File: src/rtl/pe_conv_stream.sv
// Channel-serial convolution PE: accumulates CHANNELS (tile, kernel) beats one tap per cycle
// across all output pixels in parallel, then offers one OUTxOUT tile on a valid/ready port.
module pe_conv_stream #(
    parameter int KERNEL_SIZE       = 3,
    parameter int INPUT_TILE_SIZE   = 4,
    parameter int INPUT_DATA_WIDTH  = 8,
    parameter int KERNEL_DATA_WIDTH = 8,
    parameter int CHANNELS          = 3,
    parameter int ACC_WIDTH         = 29,
    parameter int RELU              = 0
) (
    input  logic clk,
    input  logic reset,
    input  logic in_valid,
    output logic in_ready,
    input  logic [INPUT_TILE_SIZE*INPUT_TILE_SIZE*INPUT_DATA_WIDTH-1:0] inpData,
    input  logic [KERNEL_SIZE*KERNEL_SIZE*KERNEL_DATA_WIDTH-1:0] Kernel,
    input  logic flip,
    output logic out_valid,
    input  logic out_ready,
    output logic [(INPUT_TILE_SIZE-KERNEL_SIZE+1)*(INPUT_TILE_SIZE-KERNEL_SIZE+1)*ACC_WIDTH-1:0] outData,
    output logic busy
);
    localparam int K     = KERNEL_SIZE;
    localparam int T     = INPUT_TILE_SIZE;
    localparam int IW    = INPUT_DATA_WIDTH;
    localparam int KW    = KERNEL_DATA_WIDTH;
    localparam int C     = CHANNELS;
    localparam int AW    = ACC_WIDTH;
    localparam int OUT   = T - K + 1;
    localparam int NTAP  = K * K;
    localparam int PW    = IW + KW;
    localparam int TIDXW = (T * T > 1) ? $clog2(T * T) : 1;
    localparam int KIDXW = (NTAP > 1) ? $clog2(NTAP) : 1;
    localparam int CHW   = (C > 1) ? $clog2(C) : 1;

    typedef enum logic [1:0] {
        S_IDLE = 2'd0,
        S_MAC  = 2'd1,
        S_OUT  = 2'd2
    } state_t;

    state_t                r_state;
    logic [KIDXW-1:0]      r_tap;
    logic [CHW-1:0]        r_chan;
    logic                  r_flip;
    logic                  r_in_ready;
    logic                  r_out_valid;
    logic                  r_busy;
    logic signed [IW-1:0]  r_tile [T*T];
    logic signed [KW-1:0]  r_kern [NTAP];

    logic                  w_accept;
    logic                  w_clear;
    logic                  w_last_tap;
    logic                  w_final;
    logic [KIDXW-1:0]      w_u;
    logic [KIDXW-1:0]      w_v;
    logic [KIDXW-1:0]      w_widx;
    logic signed [KW-1:0]  w_w;

    assign w_accept   = (r_state == S_IDLE) && in_valid && r_in_ready;
    assign w_clear    = w_accept && (r_chan == '0);
    assign w_last_tap = (r_state == S_MAC) && (r_tap == KIDXW'(NTAP - 1));
    assign w_final    = w_last_tap && (r_chan == CHW'(C - 1));

    // True convolution walks the kernel backwards: w(K-1-u,K-1-v) is flat index NTAP-1-tap.
    assign w_u    = r_tap / KIDXW'(K);
    assign w_v    = r_tap % KIDXW'(K);
    assign w_widx = r_flip ? (KIDXW'(NTAP - 1) - r_tap) : r_tap;
    assign w_w    = r_kern[w_widx];

    assign in_ready  = r_in_ready;
    assign out_valid = r_out_valid;
    assign busy      = r_busy;

    always_ff @(posedge clk) begin
        if (!reset) begin
            r_state     <= S_IDLE;
            r_tap       <= '0;
            r_chan      <= '0;
            r_flip      <= 1'b0;
            r_in_ready  <= 1'b0;
            r_out_valid <= 1'b0;
            r_busy      <= 1'b0;
        end else begin
            case (r_state)
                S_IDLE: begin
                    if (w_accept) begin
                        r_tap      <= '0;
                        r_in_ready <= 1'b0;
                        r_busy     <= 1'b1;
                        r_state    <= S_MAC;
                        if (r_chan == '0) begin
                            r_flip <= flip;
                        end
                    end else begin
                        r_in_ready <= 1'b1;
                    end
                end
                S_MAC: begin
                    if (w_last_tap) begin
                        r_tap <= '0;
                        if (w_final) begin
                            r_out_valid <= 1'b1;
                            r_state     <= S_OUT;
                        end else begin
                            r_chan     <= r_chan + 1'b1;
                            r_in_ready <= 1'b1;
                            r_busy     <= 1'b0;
                            r_state    <= S_IDLE;
                        end
                    end else begin
                        r_tap <= r_tap + 1'b1;
                    end
                end
                S_OUT: begin
                    if (out_ready) begin
                        r_out_valid <= 1'b0;
                        r_chan      <= '0;
                        r_in_ready  <= 1'b1;
                        r_busy      <= 1'b0;
                        r_state     <= S_IDLE;
                    end
                end
                default: begin
                    r_state    <= S_IDLE;
                    r_in_ready <= 1'b0;
                    r_busy     <= 1'b0;
                end
            endcase
        end
    end

    // Beat payload is only consumed while in MAC, so it needs no reset.
    always_ff @(posedge clk) begin
        if (w_accept) begin
            for (int i = 0; i < T * T; i++) begin
                r_tile[i] <= inpData[i*IW +: IW];
            end
            for (int i = 0; i < NTAP; i++) begin
                r_kern[i] <= Kernel[i*KW +: KW];
            end
        end
    end

    generate
        for (genvar gi = 0; gi < OUT; gi++) begin : g_row
            for (genvar gj = 0; gj < OUT; gj++) begin : g_col
                localparam int P = gi * OUT + gj;

                logic [TIDXW-1:0]     w_xidx;
                logic signed [IW-1:0] w_x;
                logic signed [PW-1:0] w_prod;
                logic signed [AW-1:0] w_sum;
                logic signed [AW-1:0] w_relu;
                logic signed [AW-1:0] r_acc;
                logic signed [AW-1:0] r_pix;

                assign w_xidx = TIDXW'((gi + int'(w_u)) * T + gj + int'(w_v));
                assign w_x    = r_tile[w_xidx];
                assign w_prod = PW'(w_x) * PW'(w_w);
                assign w_sum  = r_acc + AW'(w_prod);
                assign w_relu = ((RELU != 0) && w_sum[AW-1]) ? '0 : w_sum;

                always_ff @(posedge clk) begin
                    if (!reset) begin
                        r_acc <= '0;
                        r_pix <= '0;
                    end else if (w_clear) begin
                        r_acc <= '0;
                    end else if (r_state == S_MAC) begin
                        r_acc <= w_sum;
                        if (w_final) begin
                            r_pix <= w_relu;
                        end
                    end
                end

                assign outData[P*AW +: AW] = r_pix;
            end
        end
    endgenerate

endmodule

File: config.mk
export PLATFORM = sky130hd
export DESIGN_NAME = pe_conv_stream
export DESIGN_NICKNAME = d
export VERILOG_FILES = /design/src/rtl/pe_conv_stream.sv
export SDC_FILE = /design/constraint.sdc
export NUM_CORES = 2
export LEC_CHECK = 0
export CAP_MARGIN = 15
export CORE_MARGIN = 4
export CORE_UTILIZATION = 59
export DETAILED_ROUTE_END_ITERATION = 10
export GPL_ROUTABILITY_DRIVEN = 0
export PLACE_DENSITY = 0.92
export SLEW_MARGIN = 20
export SYNTH_ARGS = -nofsm -noshare
export SYNTH_HDL_FRONTEND = slang
export SYNTH_SLANG_ARGS = --single-unit
File: constraint.sdc
create_clock -name clk -period 25.6 [get_ports clk]
set_input_delay 5.12 -clock clk [delete_from_list [all_inputs] [get_ports clk]]
set_output_delay 5.12 -clock clk [all_outputs]
set_load 0.005 [all_outputs]
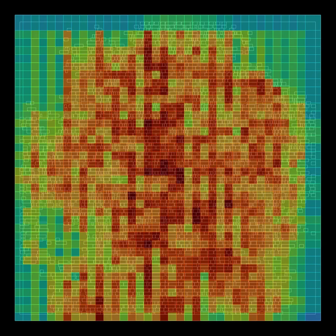
congestion_map.png
met3 Usage GRT: 5.41%
final core utilization: 69.1%
WL per Instance: 22.2 microns
Total GRT Usage: 30.6%

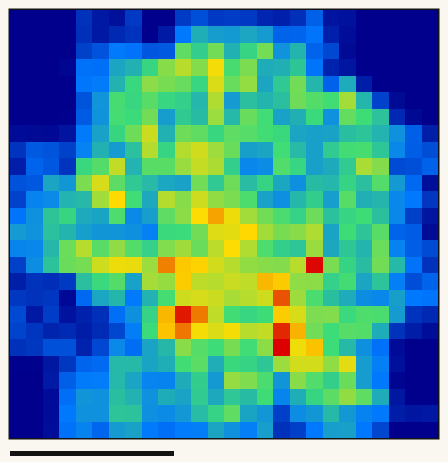
route_heat.png
Scale bar: 100 microns. 26 x 26 tiles, from dark blue (low) to red (high), scaled to the fullest tile. Values are wire area over tile area, all layers added.
densest ninth of the die: center
nearly empty tiles: 12%
tiles over half the peak: 30%
mean over tiles: 0.25

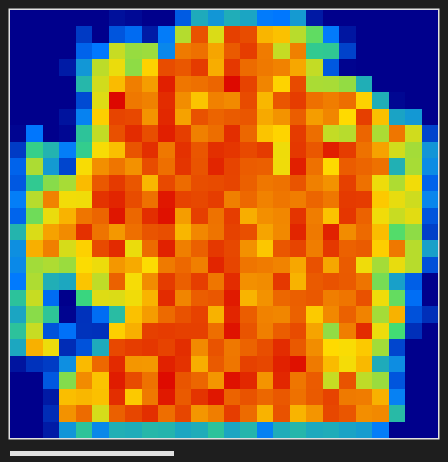
util_map.png
Scale bar: 100 microns. 26 x 26 tiles, from dark blue (low) to red (high), 0 to 100% covered.
nearly empty tiles: 14%
emptiest ninth of the die: upper left
tiles over 75% full: 56%
mean over tiles: 62%
fullest tile: 99%

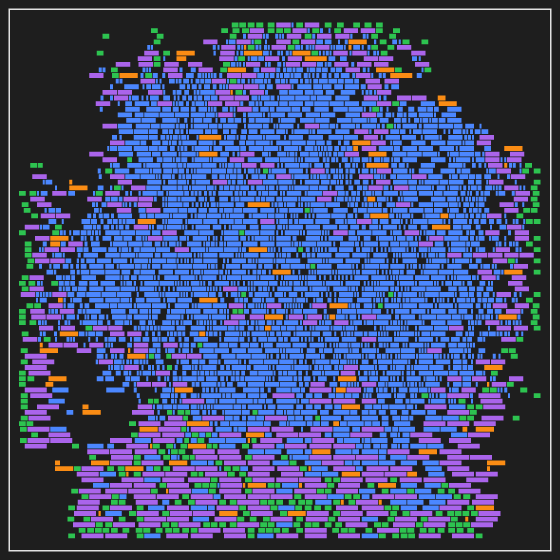
class_map.png
[orange] clock drivers and dummy loads | cells: 93 | share of their area: 4.0%
[green] remaining buffers and delay cells | cells: 355 | share of their area: 8.1%
[purple] registers | cells: 444 | share of their area: 26%
[blue] remaining logic cells | cells: 2,863 | share of their area: 62%

==> results.ini <==
[synth]
logic_family = adder cells
compound_area_share_pct = 7.26
synth_cell_types = 80
synthFlopType = dfxtp_1
synth_stat.cells = 3433
mux_area_share_pct = 10.9
adder_share_pct = 35.0
yosysMostFrequentCell = fa_1
syn_inst = 3433
synth_chip_area_sq_um = 37900
largest_area_cell = fa_1
synth.top_cell.area_share_pct = 26.2
yosys.area_share.simple_pct = 9.18
ys_seq_share_pct = 28.7
ys_ff = 444

[job]
tool_warnings = 40

[cts]
cts.sink_count = 444
post_cts_buffers = 0
cts_hold_buf = 0
htree_num_levels = 2
cts_tree = done
cts_made_buffers = 50
root_buffer = clkbuf_16
clock_latency_ns = 0.63
clock_path_buffers = 3

[worst_setup_path]
crit_family = adder cells
cp_max_fo = 61
critical_path_arrival_ns = 12.07
rr_startpoint = r_tap[2]$_SDFFE_PN0P_
crit_path_end = g_row[1].g_col[1].r_acc[26]$_SDFFE_PP0P_
r2r_end = g_row[1].g_col[1].r_acc[26]$_SDFFE_PP0P_
critPathKind = reg2reg
startpoint = r_tap[2]$_SDFFE_PN0P_
ff2ff_setup_slack_ns = 13.97
cp_slowest_stage_delay_ns = 0.85

[timing]
clock_skew_ns = 0.0428
rsz0062_at_grt = no
fin_crit_ns = 11.63
hold_violations = 0
slew_headroom_pct = 25.8
holdWs_ns = 0.454
post-route-period-util_pct = 45.4
fin_tns_setup_ns = 0
fmax_mhz = 86.0

[worst_hold_path]
worstHoldPathCells = 2
holdPathEnd = g_row[1].g_col[0].r_pix[9]$_SDFFE_PN0P_

[routing]
wl_met3_mm = 7.94
drt_iter0_drc = 2475
wl_met2_mm = 51.9
m1WireLength_mm = 35.5
antenna_left = 0
vias = 27598

[global_route]
overflow = 0
grt_max_degree = 84
grtUsageMet2_pct = 53.9

[final_layout]
inverters = 458
logic_area_sq_um = 24900
sh_seq_area_pct = 24.9
drive_gt1_share_pct = 8.31
flops = 444
buffer_area_share_pct = 7.94
logic_gates = 2405
layout_top_cell = fa_1

[floorplan]
core_util_floorplan_pct = 59.9
rows = 92
core_sq_um = 63300
tap_cells = 846

[placed_design]
io_buffers = 323
dp.cells = 4508
pre_cts_slack_ns = 14.23

[outcome]
status = completed

